Figure 1. Sequential cells colored by netlist name.
Other sequential cells in the stronger gray, the rest of the logic in the fainter gray.
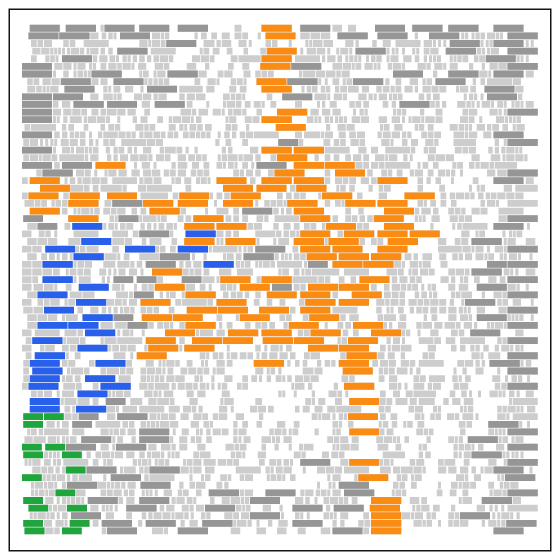
Figure 2. Signal wires by layer.
Only two layers are drawn.
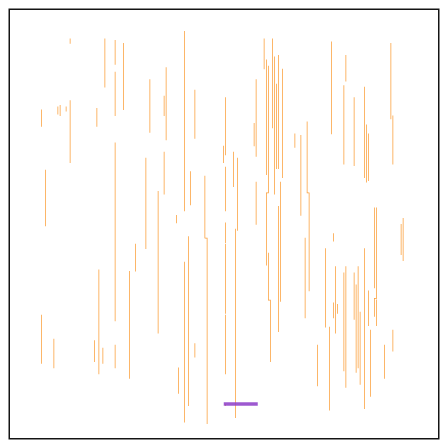
$ cat src/rtl/led_blink_multi.sv
// rtl/led_blink_multi.sv - multi-channel LED driver with OFF/ON/BLINK/PWM modes
// Shared prescaler tick and PWM counter; per-channel config written one channel per cycle.
module led_blink_multi #(
    parameter int NUM_CH   = 4,
    parameter int CNT_W    = 32,
    parameter int TICK_DIV = 100000,
    parameter int PWM_W    = 8
) (
    input  logic                                           clk,
    input  logic                                           rst_n,
    input  logic                                           cfg_we,
    input  logic [((NUM_CH > 1) ? $clog2(NUM_CH) : 1)-1:0] cfg_ch,
    input  logic [1:0]                                     cfg_mode,
    input  logic [CNT_W-1:0]                               cfg_period,
    input  logic [PWM_W-1:0]                               cfg_duty,
    output logic [NUM_CH-1:0]                              led,
    output logic                                           tick
);
    localparam int CH_W  = (NUM_CH > 1) ? $clog2(NUM_CH) : 1;
    localparam int PRE_W = (TICK_DIV > 1) ? $clog2(TICK_DIV) : 1;
    localparam logic [PRE_W-1:0] PRE_LAST = PRE_W'(TICK_DIV - 1);

    typedef enum logic [1:0] {
        MODE_OFF   = 2'b00,
        MODE_ON    = 2'b01,
        MODE_BLINK = 2'b10,
        MODE_PWM   = 2'b11
    } mode_t;

    logic [PRE_W-1:0] pre;
    logic [PWM_W-1:0] pwm_cnt;
    mode_t            mode   [NUM_CH];
    logic [CNT_W-1:0] period [NUM_CH];
    logic [CNT_W-1:0] cnt    [NUM_CH];
    logic [PWM_W-1:0] duty   [NUM_CH];
    logic [NUM_CH-1:0] blink;

    // Gated by rst_n so no tick is seen while reset is held.
    assign tick = (pre == PRE_LAST) && rst_n;

    always_ff @(posedge clk) begin
        if (!rst_n) begin
            pre     <= '0;
            pwm_cnt <= '0;
        end else begin
            pre     <= (pre == PRE_LAST) ? '0 : pre + PRE_W'(1);
            pwm_cnt <= pwm_cnt + PWM_W'(1);
        end
    end

    always_ff @(posedge clk) begin
        for (int i = 0; i < NUM_CH; i++) begin
            if (!rst_n) begin
                mode[i]   <= MODE_OFF;
                period[i] <= '0;
                duty[i]   <= '0;
                cnt[i]    <= '0;
                blink[i]  <= 1'b0;
                led[i]    <= 1'b0;
            end else begin
                // A write on the same edge as a tick restarts the channel without toggling.
                if (cfg_we && (cfg_ch == CH_W'(i))) begin
                    mode[i]   <= mode_t'(cfg_mode);
                    period[i] <= cfg_period;
                    duty[i]   <= cfg_duty;
                    cnt[i]    <= '0;
                    blink[i]  <= 1'b0;
                end else if (mode[i] != MODE_BLINK) begin
                    cnt[i] <= '0;
                end else if (tick) begin
                    if (cnt[i] == ((period[i] == '0) ? '0 : period[i] - CNT_W'(1))) begin
                        cnt[i]   <= '0;
                        blink[i] <= ~blink[i];
                    end else begin
                        cnt[i] <= cnt[i] + CNT_W'(1);
                    end
                end

                case (mode[i])
                    MODE_OFF:   led[i] <= 1'b0;
                    MODE_ON:    led[i] <= 1'b1;
                    MODE_BLINK: led[i] <= blink[i];
                    MODE_PWM:   led[i] <= (pwm_cnt < duty[i]);
                    default:    led[i] <= 1'b0;
                endcase
            end
        end
    end
endmodule
$ cat config.mk
export PLATFORM = sky130hd
export DESIGN_NAME = led_blink_multi
export DESIGN_NICKNAME = d
export VERILOG_FILES = /design/src/rtl/led_blink_multi.sv
export SDC_FILE = /design/constraint.sdc
export NUM_CORES = 1
export LEC_CHECK = 0
export ABC_CLOCK_PERIOD_IN_PS = 14200
export CAP_MARGIN = 0
export CORE_MARGIN = 4
export CORE_UTILIZATION = 65
export DETAILED_ROUTE_END_ITERATION = 6
export GPL_TIMING_DRIVEN = 0
export PLACE_DENSITY = 0.83
export SKIP_LAST_GASP = 1
export SLEW_MARGIN = 20
export SYNTH_ARGS = -nofsm -noshare
export SYNTH_HDL_FRONTEND = slang
export SYNTH_SLANG_ARGS = --single-unit
$ cat constraint.sdc
create_clock -name clk -period 14.2 [get_ports clk]
set_clock_uncertainty 0.05 [all_clocks]
set_input_delay 2.84 -clock clk [delete_from_list [all_inputs] [get_ports clk]]
set_output_delay 2.84 -clock clk [all_outputs]
set_load 0.02 [all_outputs]
==> impl_metrics.ini <==
; generated from flow reports
[timing]
fmax_mhz = 130
worst_slew_pin_slew_ns = 1.08
rsz0062_at_grt = no
setup_viol = 0
slew_viol_final = 0
fin_crit_ns = 7.72

[global_route]
gr-total-overflow = 0
use_met1_pct = 47.2
top_usage_layer = met2
use_met2_pct = 55.6

[floorplanning]
core_area_um2 = 33600
rows = 67
num_tap_cells = 448

[worst_setup_path]
endpoint_kind = primary output
crit_buf_inv = 3
cp.depth = 4
worstReg2RegStart = period[3][0]$_SDFFCE_PN0P_
path_class = primary input to primary output
critPathTopFamily = buffers and inverters

[flow_run]
warning_count = 26

[power]
power_density_nw_per_um2 = 97.8
cellLeakagePower_nw = 8.65
comb_power_uw = 296
p_switching_uw = 635
maxPowerGroup = registers
pwr.group.clock_uw = 943
switching_share_pct = 26.4
internal_power_mw = 1.77
clock_power_share_pct = 39.2

[finish]
clk_share_pct = 4.74
fillers = 2468
buffer_area_share_pct = 4.86
seq_cells = 329
nNetsFinal = 2529
logic_gates = 1800
nClkBuffers = 50
comb_area_share_pct = 48.1

[drt]
postRouteAntennaNets = 0
m1WireLength_um = 26000
met3_length_um = 6450
highest_layer = met5

[yosys]
ys_types = 90
synthMuxAreaShare_pct = 1.07
ys_cells = 2349
aoi_share_pct = 10.7
ys_ff = 329
topCombFamilyByArea = simple AND/OR/NAND/NOR gates
syn_avg_cell_area_um2 = 9.45
ys_sh_adder_pct = 2.14
synthTopCellsByArea = edfxtp_1 (40%), xnor2_1 (5.2%), xor2_1 (4.3%)
async_reset_ff_share_pct = 0
netlist.area_leader.share_pct = 40.0

[hold_path]
hold_depth = 1
worst_hold_path_type = register to register
hold_start = pre[0]$_SDFF_PP0_

[clocking]
clk_pin_slew_ns = 0.06
cts-hold-fix-buffers = 0
max-clock-path-buffers = 3
post-cts-setup-buffers = 0

[status]
outcome = finished clean
Notes on Figure 1 above:
legend:
  orange:
    signal: period
    flops: 128
  blue:
    signal: duty
    flops: 32
    where: left middle
  green:
    signal: pre
    flops: 17
    where: bottom left
not colored: 152
fraction of area in registers: 38.8%
sequential power: 1.17 mW
register area: 9550 um^2
final core occ: 73.2%

Notes on Figure 2 above:
legend:
  purple:
    layer: metal 5
    wire_length: 13.8 um
  orange:
    layer: metal 4
    wire_length: 2,940 um
Post-Route WL: 65,700 um
routed length per instance: 22.5 um
Vias: 19,700

-- cell usage in the layout (no fill, tap or decap), types with 24 or more instances in the layout --
master,Yosys,final
or4_1,46,46
o31ai_1,24,24
nand2b_1,29,29
dfxtp_1,33,33
a21o_1,34,34
clkbuf_1,117,126
nor2_1,221,221
and3_1,117,117
clkbuf_16,0,38
nor2b_1,26,26
edfxtp_1,296,296
inv_1,77,77
or3_1,49,46
clkdlybuf4s50_1,0,50
o21ai_0,60,58
a21oi_1,49,49
xnor2_1,132,132
nand2_1,114,112
and2_1,95,95
nand3_1,94,94
nor3_1,106,106
nand4_1,68,68
xor2_1,110,110
nor4_1,98,97
ha_1,38,38
-- cell usage after synthesis (6+ instances only) --
cell type,count
nand4b_1,9
a21o_1,34
nand3b_1,8
nor4_1,98
o31a_1,11
clkbuf_1,117
and4_1,14
nand2_1,114
edfxtp_1,296
o21ai_0,60
xnor3_1,6
o21a_1,10
and2_1,95
ha_1,38
nand2b_1,29
dfxtp_1,33
a31oi_1,19
a2111oi_0,9
or3_1,49
o41ai_1,6
buf_1,10
nand3_1,94
a211o_1,11
o2111ai_1,7
o31ai_1,24
xnor2_1,132
nand4_1,68
mux2i_1,17
nor3_1,106
nor2b_1,26
or2_2,21
nor3b_1,10
xor2_1,110
o22ai_1,7
nor4b_1,9
a21oi_1,49
a211oi_1,15
or4_1,46
buf_2,13
inv_1,77
and3_1,117
nor2_1,221
-- through the flow --
step                      total power, mW  setup slack (ns)  hold WS, ns
after floorplan                      1.36              6.59        0.368
after global routing                 2.48              6.48        0.435
after detailed placement             1.47              6.55        0.396
after CTS                            2.40              6.54        0.409
after global placement               1.46              4.49        0.381
final                                2.41              6.48        0.404
Power figures rest on the tool's default switching activity, not on a simulated workload.
